===== config.mk =====
export PLATFORM = sky130hd
export DESIGN_NAME = uart_pixel_tx
export DESIGN_NICKNAME = d
export VERILOG_FILES = /design/src/rtl/uart_pkg.sv /design/src/rtl/uart_pixel_tx_sync_fifo.sv /design/src/rtl/uart_pixel_tx.sv
export SDC_FILE = /design/constraint.sdc
export NUM_CORES = 1
export LEC_CHECK = 0
export CORE_ASPECT_RATIO = 0.8
export CORE_UTILIZATION = 62
export CTS_CLUSTER_SIZE = 14
export DETAILED_ROUTE_END_ITERATION = 12
export MAX_ROUTING_LAYER = met4
export PLACE_DENSITY = 0.79
export SYNTH_ARGS = -nofsm -noshare
export SYNTH_HDL_FRONTEND = slang
export SYNTH_SLANG_ARGS = --single-unit

===== constraint.sdc =====
create_clock -name sclk -period 3.9 [get_ports sclk]
set_clock_uncertainty 0.15 [all_clocks]
set_input_delay 0.39 -clock sclk [delete_from_list [all_inputs] [get_ports sclk]]
set_output_delay 0.39 -clock sclk [all_outputs]
set_load 0.05 [all_outputs]

===== src/rtl/uart_pkg.sv =====
// Shared UART definitions: transmitter/receiver state encoding and
// helpers for deriving the bit period and counter/pointer widths.
package uart_pkg;

    typedef enum logic [1:0] {
        IDLE  = 2'd0,
        START = 2'd1,
        DATA  = 2'd2,
        STOP  = 2'd3
    } uart_state_t;

    // Clocks per bit; integer division, so the line rate rounds up slightly.
    function automatic int baud_cnt(input int clk_freq, input int baud);
        return clk_freq / baud;
    endfunction

    // Bits needed to index 'value' items; never less than 1 so that
    // degenerate counters still have a legal width.
    function automatic int clog2(input int value);
        int w;
        w = 1;
        while ((1 << w) < value) begin
            w = w + 1;
        end
        return w;
    endfunction

endpackage


===== src/rtl/uart_pixel_tx_sync_fifo.sv =====
// Single-clock first-word-fall-through FIFO. The head word is held in a
// register so dout is valid in every cycle where empty is low.
module sync_fifo
    import uart_pkg::*;
#(
    parameter int WIDTH = 8,
    parameter int DEPTH = 16
) (
    input  logic             clk,
    input  logic             srst,
    input  logic             push,
    input  logic             pop,
    input  logic [WIDTH-1:0] din,
    output logic [WIDTH-1:0] dout,
    output logic             full,
    output logic             empty
);

    localparam int PTR_W = clog2(DEPTH);
    localparam int CNT_W = PTR_W + 1;

    logic [WIDTH-1:0] mem [DEPTH];
    logic [PTR_W-1:0] wr_ptr_reg;
    logic [PTR_W-1:0] rd_ptr_reg;
    logic [PTR_W-1:0] rd_ptr_next;
    logic [CNT_W-1:0] count_reg;
    logic [CNT_W-1:0] count_next;
    logic [WIDTH-1:0] dout_reg;
    logic             full_reg;
    logic             empty_reg;
    logic             do_push;
    logic             do_pop;

    // A pop frees a slot in the same cycle, so a full FIFO can still accept.
    always_comb begin
        do_pop      = pop && !empty_reg;
        do_push     = push && (!full_reg || do_pop);
        rd_ptr_next = rd_ptr_reg + PTR_W'(do_pop);
        count_next  = count_reg + CNT_W'(do_push) - CNT_W'(do_pop);
    end

    // Storage write port; contents need no reset.
    always_ff @(posedge clk) begin
        if (do_push) begin
            mem[wr_ptr_reg] <= din;
        end
    end

    // Pointers, occupancy flags and the registered head word. When the
    // incoming word lands on the next head slot it bypasses the array.
    always_ff @(posedge clk) begin
        if (srst) begin
            wr_ptr_reg <= '0;
            rd_ptr_reg <= '0;
            count_reg  <= '0;
            full_reg   <= 1'b0;
            empty_reg  <= 1'b1;
            dout_reg   <= '0;
        end else begin
            if (do_push) begin
                wr_ptr_reg <= wr_ptr_reg + PTR_W'(1);
            end
            rd_ptr_reg <= rd_ptr_next;
            count_reg  <= count_next;
            full_reg   <= (count_next == CNT_W'(DEPTH));
            empty_reg  <= (count_next == '0);
            dout_reg   <= (do_push && (wr_ptr_reg == rd_ptr_next)) ? din : mem[rd_ptr_next];
        end
    end

    assign dout  = dout_reg;
    assign full  = full_reg;
    assign empty = empty_reg;

endmodule


===== src/rtl/uart_pixel_tx.sv =====
// Buffered 8N1 UART transmitter for processed pixels. Strobed bytes are
// queued in a small FIFO and sent LSB-first; consecutive queued bytes go
// out as contiguous frames.
module uart_pixel_tx
    import uart_pkg::*;
#(
    parameter int CLK_FREQ   = 50_000_000,
    parameter int BAUD       = 9600,
    parameter int FIFO_DEPTH = 16
) (
    input  logic       sclk,
    input  logic       rst,
    input  logic       pi_flag,
    input  logic [7:0] pi_data,
    output logic       tx,
    output logic       tx_busy,
    output logic       fifo_full,
    output logic       drop_flag
);

    localparam int BAUD_CNT = baud_cnt(CLK_FREQ, BAUD);
    localparam int CNT_W    = clog2(BAUD_CNT);
    localparam logic [CNT_W-1:0] BAUD_LAST = CNT_W'(BAUD_CNT - 1);

    uart_state_t      state_reg;
    logic [CNT_W-1:0] baud_cnt_reg;
    logic [2:0]       bit_cnt_reg;
    logic [7:0]       shift_reg;
    logic             tx_reg;
    logic             busy_reg;
    logic             drop_reg;

    logic [7:0]       fifo_dout;
    logic             fifo_empty;
    logic             fifo_is_full;
    logic             bit_end;
    logic             pop;

    // A byte leaves the FIFO either from IDLE or at the last clock of a
    // stop bit, which is what makes back-to-back frames gapless.
    always_comb begin
        bit_end = (baud_cnt_reg == BAUD_LAST);
        pop     = !fifo_empty && ((state_reg == IDLE) || ((state_reg == STOP) && bit_end));
    end

    sync_fifo #(
        .WIDTH (8),
        .DEPTH (FIFO_DEPTH)
    ) u_fifo (
        .clk   (sclk),
        .srst  (rst),
        .push  (pi_flag),
        .pop   (pop),
        .din   (pi_data),
        .dout  (fifo_dout),
        .full  (fifo_is_full),
        .empty (fifo_empty)
    );

    // Frame sequencer with its baud counter, bit counter and shift register.
    always_ff @(posedge sclk) begin
        if (rst) begin
            state_reg    <= IDLE;
            baud_cnt_reg <= '0;
            bit_cnt_reg  <= '0;
            shift_reg    <= '0;
        end else begin
            case (state_reg)
                IDLE: begin
                    baud_cnt_reg <= '0;
                    if (pop) begin
                        shift_reg   <= fifo_dout;
                        bit_cnt_reg <= '0;
                        state_reg   <= START;
                    end
                end
                START: begin
                    if (bit_end) begin
                        baud_cnt_reg <= '0;
                        state_reg    <= DATA;
                    end else begin
                        baud_cnt_reg <= baud_cnt_reg + CNT_W'(1);
                    end
                end
                DATA: begin
                    if (bit_end) begin
                        baud_cnt_reg <= '0;
                        shift_reg    <= {1'b0, shift_reg[7:1]};
                        bit_cnt_reg  <= bit_cnt_reg + 3'd1;
                        if (bit_cnt_reg == 3'd7) begin
                            state_reg <= STOP;
                        end
                    end else begin
                        baud_cnt_reg <= baud_cnt_reg + CNT_W'(1);
                    end
                end
                STOP: begin
                    if (bit_end) begin
                        baud_cnt_reg <= '0;
                        if (pop) begin
                            shift_reg   <= fifo_dout;
                            bit_cnt_reg <= '0;
                            state_reg   <= START;
                        end else begin
                            state_reg <= IDLE;
                        end
                    end else begin
                        baud_cnt_reg <= baud_cnt_reg + CNT_W'(1);
                    end
                end
                default: state_reg <= IDLE;
            endcase
        end
    end

    // Registered line and status outputs; tx follows the sequencer by one clock.
    always_ff @(posedge sclk) begin
        if (rst) begin
            tx_reg   <= 1'b1;
            busy_reg <= 1'b0;
            drop_reg <= 1'b0;
        end else begin
            case (state_reg)
                START:   tx_reg <= 1'b0;
                DATA:    tx_reg <= shift_reg[0];
                default: tx_reg <= 1'b1;
            endcase
            busy_reg <= (state_reg != IDLE) || !fifo_empty;
            drop_reg <= pi_flag && fifo_is_full && !pop;
        end
    end

    assign tx        = tx_reg;
    assign tx_busy   = busy_reg;
    assign fifo_full = fifo_is_full;
    assign drop_flag = drop_reg;

endmodule


==> impl_metrics.toml, run 1 <==
# generated from flow reports
[critical_path]
cp_common_cell = "buf_4"
startpoint_type = "register"
slowest_delay_ns = 0.53
end_kind = "register"
path_depth = 11
cp.arrival_ns = 3.79
reg2reg_slack_ns = 0.26
cp_slowest_cell = "mux4_1"
cpLargestDelayFamily = "multiplexers"

[final_layout]
final_common_cell = "edfxtp_1"
final_core_util = 0.730
finalNonFillerCells = 671
layout_top_cells = "edfxtp_1, nor2_1, dfxtp_1"
layout-drive-gt1-share = 0.210
largest_reg_flops = 128
n_fill_cell = 719

[final_timing]
fmax_mhz = 275
finalClockPeriodUsage = 0.934
fin_crit_ns = 3.64
drv_slew = 0

[logic_synthesis]
synthTopLogicFamily = "multiplexers"
fp_nets = 505
ys_ff = 180
ys_sh_adder = 0.0342
edf_count = 128
ys_seq_frac = 0.648
yosys_warnings = 0
syn_area_um2 = 7530
ys_sh_simple = 0.0754
synthCells = 474

[placed_design]
dp_cells = 639
dp_hpwl_mm = 9.38
place_ws_ns = 0.325
place_congestion = 0.824

[hold_path]
hp-class = "register to register"
min_from = "shift_reg[1]$_SDFFE_PP0P_"
min_to = "shift_reg[1]$_SDFFE_PP0P_"

[clock_network]
worstSkewPairLatency_ns = 0.42
root_buffer = "clkbuf_16"
post_cts_buffers = 0
clockBufferDepth = 2
cts.sinks = 180
clk_pin_slew_ns = 0.07

[outcome]
violations = "design-rule violations"
status = "finished, violations left"

[route]
post-route-drc-count = 1
met3_length_um = 850
route.met2.wl_mm = 7.08
wire_per_inst_um = 22.0
dr.pass1.iters = 9
vias = 4160

[pwr]
p_leak_nw = 2.99
power_w = 0.00591
seq_power_share = 0.391
p_comb_frac = 0.329
clkPwrFrac = 0.279
ir_worst_vdd_mv = 0.643
switching_share = 0.303
p_int_w = 0.00411
p_sw_w = 0.00179

[floorplanning]
coreArea_um2 = 11700
io_pins = 15
dieArea_um2 = 12600
initCoreUtil = 0.644

[flow_run]
warning_count = 33

[global_routing]
grtUsageMet1 = 0.358
grt_pass1_vias = 4087
grt_pass1_wl_mm = 23.1
use_met3 = 0.0616
run 1: cells in the mapped netlist (all sizes together), types with 2 or more instances:
| cell | instances | area share |
|---|---|---|
| mux2i | 11 | 0.015 |
| clkbuf | 14 | 0.0070 |
| nand2b | 3 | 0.0025 |
| nand4 | 5 | 0.0042 |
| mux2 | 7 | 0.010 |
| nor3 | 8 | 0.0073 |
| xor3 | 2 | 0.0063 |
| xor2 | 12 | 0.014 |
| mux4 | 40 | 0.12 |
| inv | 23 | 0.011 |
| a21o | 5 | 0.0050 |
| a211oi | 16 | 0.016 |
| nor4b | 2 | 0.0023 |
| o211ai | 2 | 0.0020 |
| a21oi | 5 | 0.0033 |
| nor3b | 2 | 0.0020 |
| or3 | 2 | 0.0017 |
| and3 | 3 | 0.0025 |
| nor2 | 56 | 0.028 |
| nand2 | 9 | 0.0055 |
| buf | 7 | 0.0047 |
| xnor2 | 10 | 0.012 |
| o21ai | 2 | 0.0013 |
| nand3 | 7 | 0.0046 |
| edfxtp | 128 | 0.51 |
| nor2b | 4 | 0.0033 |
| ha | 19 | 0.032 |
| dfxtp | 52 | 0.14 |
run 1: power by group through the flow:
stage,combinational (W),sequential [W],clock (W)
finish,0.00195,0.00231,0.00165
global placement,0.00189,0.00235,0
floorplan,0.00150,0.00235,0
global route,0.00213,0.00233,0.00174
detailed placement,0.00194,0.00235,0
CTS,0.00197,0.00231,0.00167
run 1: cell type report:
cell class,count,area (um2),area share
Multi-Input combinational cell,250,2480,0.290
Inverter,23,86.3,0.0101
Timing Repair Buffer,38,333,0.0390
Sequential cell,180,4880,0.572
Clock inverter,14,143,0.0167
Tap cell,148,185,0.0217
Clock buffer,18,429,0.0503
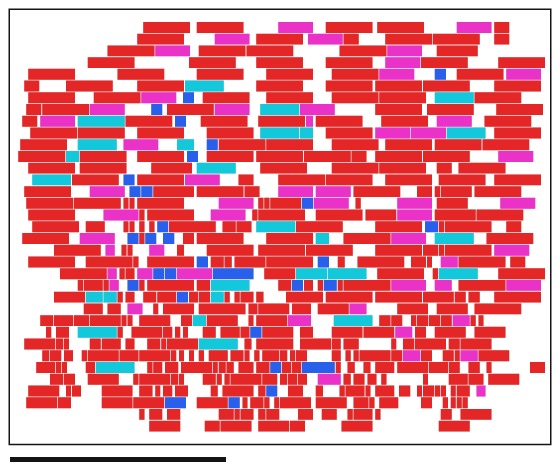
run_1/drive_strength.png
Bar = 50 um.
- magenta: drive 2 (cells 53)
- cyan: drive 6 and up (cells 27)
- blue: drive 3 to 4 (cells 30)
- red: drive 1 or less (cells 413)

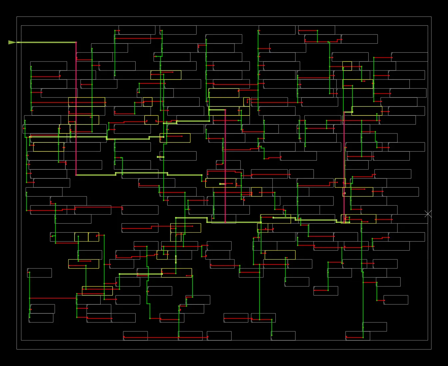
run_1/final_clocks.png
clock buffers: 18
Seq Cell Count: 180
CTS buffer count: 17

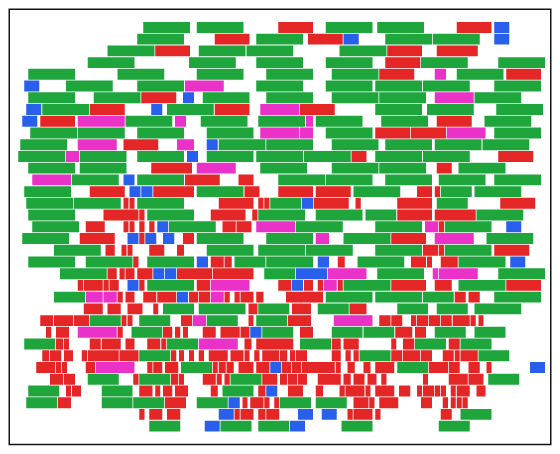
run_1/cell_classes.png
- magenta: clock drivers and dummy loads (cells 32; share of their area 6.8%)
- red: all other logic (cells 273; share of their area 31%)
- blue: other buffers and delay cells (cells 38; share of their area 4.0%)
- green: flip-flops (cells 180; share of their area 58%)

--- run 2 (diff from run 1) ---
- HOLD_SLACK_MARGIN: not set -> 0.12
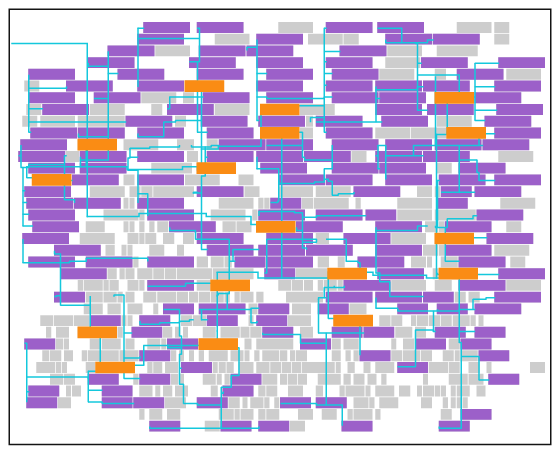
run_2/clock_map.png
- orange: cells driving clock nets (count 17)
- purple: flip-flops (count 180)
- cyan: clock wires (length 1,850 um)
- flops lie: spread over the die
- routed clock nets: 18

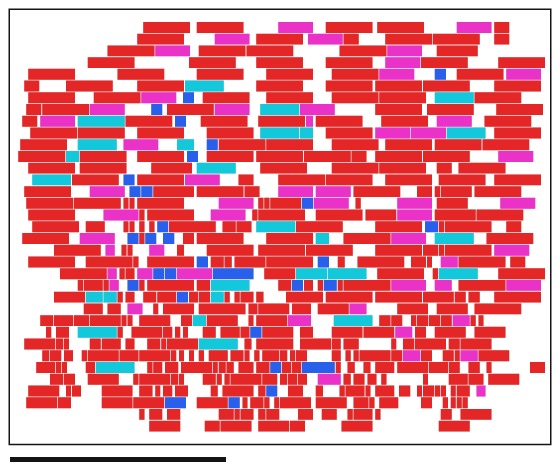
run_2/drive_strength.png
Bar = 50 um.
- cyan: drive 6 and up (cells 27)
- blue: drive 3 to 4 (cells 30)
- red: drive 1 or less (cells 413)
- magenta: drive 2 (cells 53)

==> impl_metrics.toml, run 2 <==
# generated from flow reports
[final_layout]
mi_logic_area_um2 = 2480
final_common_cell = "edfxtp_1"
diodes = 0
layout-drive-gt1-share = 0.210
layout_top_cells = "edfxtp_1, nor2_1, dfxtp_1"
fin_area_um2 = 8540
seq_area_um2 = 4880
largest_reg_flops = 128
n_fill_cell = 719

[outcome]
status = "finished, violations left"
violations = "design-rule violations"

[clock_network]
cts_tree = "yes"
worstSkewPairLatency_ns = 0.42
ctsResizeCount = 0
root_buffer = "clkbuf_16"
cts.sinks = 180
htree_levels = 4
cts_inserted_buffers = 17
post_cts_buffers = 0
clockBufferDepth = 2
clk_pin_slew_ns = 0.07

[critical_path]
end_kind = "register"
ff2ff_path_depth = 11
worstPathRequired_ns = 4.05
startpoint_type = "register"
cp.arrival_ns = 3.79

[logic_synthesis]
synth.area.top_cells = "edfxtp_1, dfxtp_1, mux4_2, ha_1, nor2_1"
ys_ff = 180
synthTopCellsByCount = "edfxtp_1, nor2_1, dfxtp_1, mux4_2, inv_1"
synth_top_cell_by_area = "edfxtp_1"
most_common_cell = "edfxtp_1"
edf_count = 128
syn_area_um2 = 7530
synthDominantCellAreaShare = 0.510
yosys_warnings = 0
fp_nets = 505
synth.avg_cell_area_um2 = 15.9
ys_seq_frac = 0.648
synthCells = 474

[final_timing]
fin_crit_ns = 3.64
timing.final.ws_setup_ns = 0.257
tns_ns = 0
finalClockPeriodUsage = 0.934
drv_slew = 0
fmax_mhz = 275
rsz0062_at_grt = "no"

[route]
dr.max_layer_used = "met4"
dr.pass1.iters = 9
post-route-drc-count = 1
met3_length_um = 850
route.met2.wl_mm = 7.08
antenna_left = 0
drt_wl_total_mm = 14.8
vias = 4160
vias_per_cell = 6.20
wire_per_inst_um = 22.0

[global_routing]
grt_pass1_wl_mm = 23.1
grt_pass1_vias = 4087
grtUsageMet1 = 0.358
use_met3 = 0.0616
grt_max_degree = 41

[pwr]
p_leak_nw = 2.99
cellPowerDensity_nw_per_um2 = 692
ir_worst_vdd_mv = 0.643
power_w = 0.00591

[floorplanning]
coreArea_um2 = 11700
initCoreUtil = 0.644
dieArea_um2 = 12600
io_pins = 15

[placed_design]
place_ws_ns = 0.325
place_congestion = 0.824
dp_hpwl_mm = 9.38

[hold_path]
hp-class = "register to register"

[flow_run]
warning_count = 33
run 2: path summary, 6_finish.rpt:
kind,start,end,slack [ns]
min reg2reg,shift_reg[1]$_SDFFE_PP0P_,shift_reg[1]$_SDFFE_PP0P_,0.31
max reg2reg,baud_cnt_reg[8]$_SDFF_PP0_,u_fifo.dout[0]$_SDFF_PP0_,0.26
min,shift_reg[1]$_SDFFE_PP0P_,shift_reg[1]$_SDFFE_PP0P_,0.31
max,baud_cnt_reg[8]$_SDFF_PP0_,u_fifo.dout[0]$_SDFF_PP0_,0.26
run 2: per-stage QoR:
step	instances	hold WS (ns)	utilization
floorplan	474	0.280	-
global placement	639	0.290	0.681
detailed placement	639	0.299	0.681
CTS	671	0.312	0.730
global route	671	0.339	0.730
finish	671	0.308	0.730
run 2: logic make-up after synthesis:
| logic type | synth area share |
|---|---|
| buf+inv | 0.0231 |
| xor+xnor | 0.0319 |
| simple gates | 0.0754 |
| fa+ha+maj | 0.0342 |
| compound gates | 0.0405 |
| mux | 0.147 |
| flops | 0.648 |
run 2: cell type report:
class,instances,share of cell area
inverter,23,0.0101
clock inverter,14,0.0167
multi-input combinational,250,0.290
timing repair buffer,38,0.0390
sequential,180,0.572
clock buffer,18,0.0503
tap,148,0.0217
run 2: where the power goes:
group | switching (W) | leakage [nW] | internal, W
clock network | 0.000748 | 0.277 | 0.000901
registers | 0.0000914 | 1.58 | 0.00222
logic | 0.000952 | 1.14 | 0.000993
total | 0.00179 | 2.99 | 0.00411
run 2: critical path, stage by stage, from the launching register on:
cell,delay [ns]
dfxtp_1,0.37
nor4b_1,0.42
buf_4,0.20
nand4_1,0.11
a21oi_1,0.28
ha_2,0.25
ha_1,0.12
buf_4,0.43
mux4_2,0.39
mux4_1,0.53
mux2i_1,0.18
nor2_1,0.06
run_2/registers.png
Bar = 50 um.
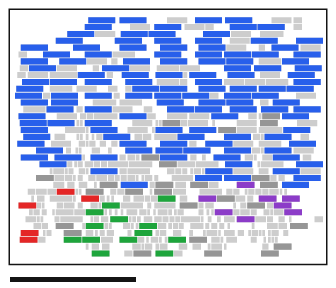

--- run 3 (diff from run 2) ---
- CELL_PAD_IN_SITES_DETAIL_PLACEMENT: not set -> 1
- CELL_PAD_IN_SITES_GLOBAL_PLACEMENT: not set -> 1
- CORE_UTILIZATION: 62 -> 53
- PLACE_DENSITY: 0.79 -> not set
- PLACE_DENSITY_LB_ADDON: not set -> 0.1
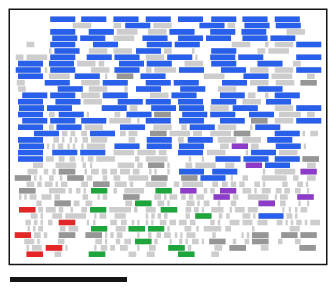
run_3/registers.png
Bar = 50 um.
- green: `baud_cnt_reg` (sequential cells 13; where south)
- red: `u_fifo.count_reg` (sequential cells 5; where south-west)
- blue: `u_fifo.mem` (sequential cells 128)
- purple: `shift_reg` (sequential cells 8)
- not coloured: 26

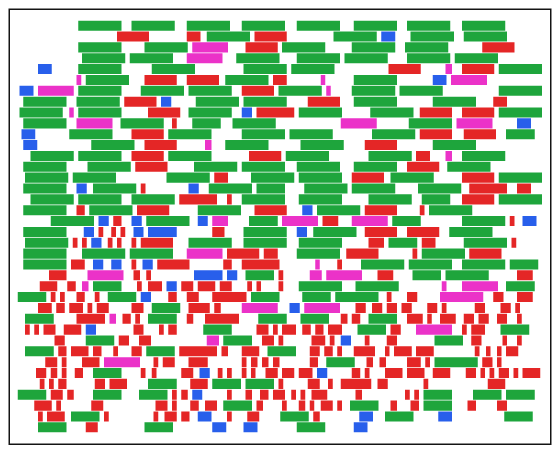
run_3/cell_classes.png
- blue: other buffers and delay cells (cells 40; share of their area 4.3%)
- magenta: clock drivers and dummy loads (cells 32; share of their area 6.4%)
- green: flip-flops (cells 180; share of their area 59%)
- red: all other logic (cells 273; share of their area 31%)

==> impl_metrics.toml, run 3 <==
# generated from flow reports
[logic_synthesis]
fp_nets = 505
synthCells = 474
syn_area_um2 = 7530
synth.avg_cell_area_um2 = 15.9
synthTopLogicFamily = "multiplexers"
synthDominantCellAreaShare = 0.510
synth.area.top_cells = "edfxtp_1, dfxtp_1, mux4_2, ha_1, nor2_1"
ys_seq_frac = 0.648
ys.flop_type = "edfxtp_1"
edf_count = 128
ys_sh_adder = 0.0342
synthTopCellsByCount = "edfxtp_1, nor2_1, dfxtp_1, mux4_2, inv_1"
xor_share = 0.0319
synthAoiAreaFrac = 0.0405
ys_ff = 180
yosys_warnings = 0
synthMuxAreaShare = 0.147
ys_sh_simple = 0.0754
synth_top_cell_by_area = "edfxtp_1"

[final_timing]
finalClockPeriodUsage = 0.937
rsz0062_at_grt = "no"
fin_crit_ns = 3.66
tns_ns = 0

[critical_path]
cp_num_buf_inv = 1
cpLargestDelayFamily = "multiplexers"
cp_slowest_cell = "mux4_2"
startpoint_type = "register"
crit_chain = "ha_1 > and4b_1 > nand4_1 > a21oi_1 > ha_2 > buf_12 > mux4_2 > mux4_1 > mux2i_1 > nor2_1"
end_kind = "register"
r2r-start = "baud_cnt_reg[0]$_SDFF_PP0_"
cp.arrival_ns = 3.81
ff2ff_path_depth = 10
slowest_delay_ns = 0.55
worstPathRequired_ns = 4.06
reg2reg_slack_ns = 0.24
regToRegEndpoint = "u_fifo.dout[6]$_SDFF_PP0_"

[pwr]
p_sw_w = 0.00178
p_comb_frac = 0.339
p_seq_w = 0.00232
clkPwrFrac = 0.268
power_clock_w = 0.00158
switching_share = 0.302
comb_power_w = 0.00200
ir_worst_vdd_mv = 0.410
p_leak_nw = 2.99
top_power_group = "registers"
seq_power_share = 0.394

[flow_run]
warning_count = 33

[route]
antenna_left = 0
wire_per_inst_um = 23.9
vias = 4163
drt_wl_total_mm = 16.8

[floorplanning]
dieArea_um2 = 14700
coreArea_um2 = 13700
rows = 38
initCoreUtil = 0.550

[global_routing]
use_met3 = 0.0697
grt_max_degree = 32
grt_pass1_wl_mm = 25.6

[clock_network]
htree_levels = 4
cts.sinks = 180
worstSkewPairLatency_ns = 0.43
ctsResizeCount = 0
post_cts_buffers = 0
clk_pin_slew_ns = 0.06
clockBufferDepth = 2

[final_layout]
layout_top_cells = "edfxtp_1, nor2_1, dfxtp_1"
final_common_cell = "edfxtp_1"
finalNonFillerCells = 705
layout-drive-gt1-share = 0.204
diodes = 0

[placed_design]
dp_cells = 673
place_congestion = 0.762
dp_hpwl_mm = 11.0

[hold_path]
min_to = "shift_reg[1]$_SDFFE_PP0P_"
hp-class = "register to register"
min_from = "shift_reg[1]$_SDFFE_PP0P_"

[outcome]
status = "finished, final reports clean"
## run 3: area by class of cell
cell class                      count  area (um2)
Tap cell                          180         225
Inverter                           23        86.3
Multi-Input combinational cell    250        2480
Sequential cell                   180        4880
Clock inverter                     10        87.6
Clock buffer                       22         444
Timing Repair Buffer               40         360
Fill cell                        1202        5130
## run 3: per-stage QoR
step / setup WS (ns) / total power (W) / util / instance area, um2 / hold WS [ns]
6_report: 0.244 / 0.00589 / 0.626 / 8570 / 0.308
5_1_grt: 0.0359 / 0.00619 / 0.626 / 8570 / 0.332
4_1_cts: 0.261 / 0.00594 / 0.626 / 8570 / 0.310
3_5_place_dp: 0.279 / 0.00437 / 0.587 / 8040 / 0.300
3_3_place_gp: 0.408 / 0.00428 / 0.587 / 8040 / 0.290
2_1_floorplan: 0.512 / 0.00386 / - / 7530 / 0.280
## run 3: layer usage
layer  vias to the layer above  wire (um)
met3                        14       1040
met1                      2152       7720
met2                       115       7880
met4                         0        192
li1                       1882          -
met5                         -          0
## run 3: worst max path at each step
stage | from | endpoint | slack [ns] | depth (start not counted)
after floorplan | baud_cnt_reg[8]$_SDFF_PP0_ | u_fifo.dout[0]$_SDFF_PP0_ | 0.51 | 11
after global routing | baud_cnt_reg[0]$_SDFF_PP0_ | u_fifo.dout[6]$_SDFF_PP0_ | 0.04 | 10
after detailed placement | baud_cnt_reg[0]$_SDFF_PP0_ | u_fifo.dout[6]$_SDFF_PP0_ | 0.28 | 10
after global placement | baud_cnt_reg[0]$_SDFF_PP0_ | u_fifo.dout[6]$_SDFF_PP0_ | 0.41 | 10
after CTS | baud_cnt_reg[0]$_SDFF_PP0_ | u_fifo.dout[6]$_SDFF_PP0_ | 0.26 | 10
final | baud_cnt_reg[0]$_SDFF_PP0_ | u_fifo.dout[6]$_SDFF_PP0_ | 0.24 | 10
Power and IR drop assume default switching activity.
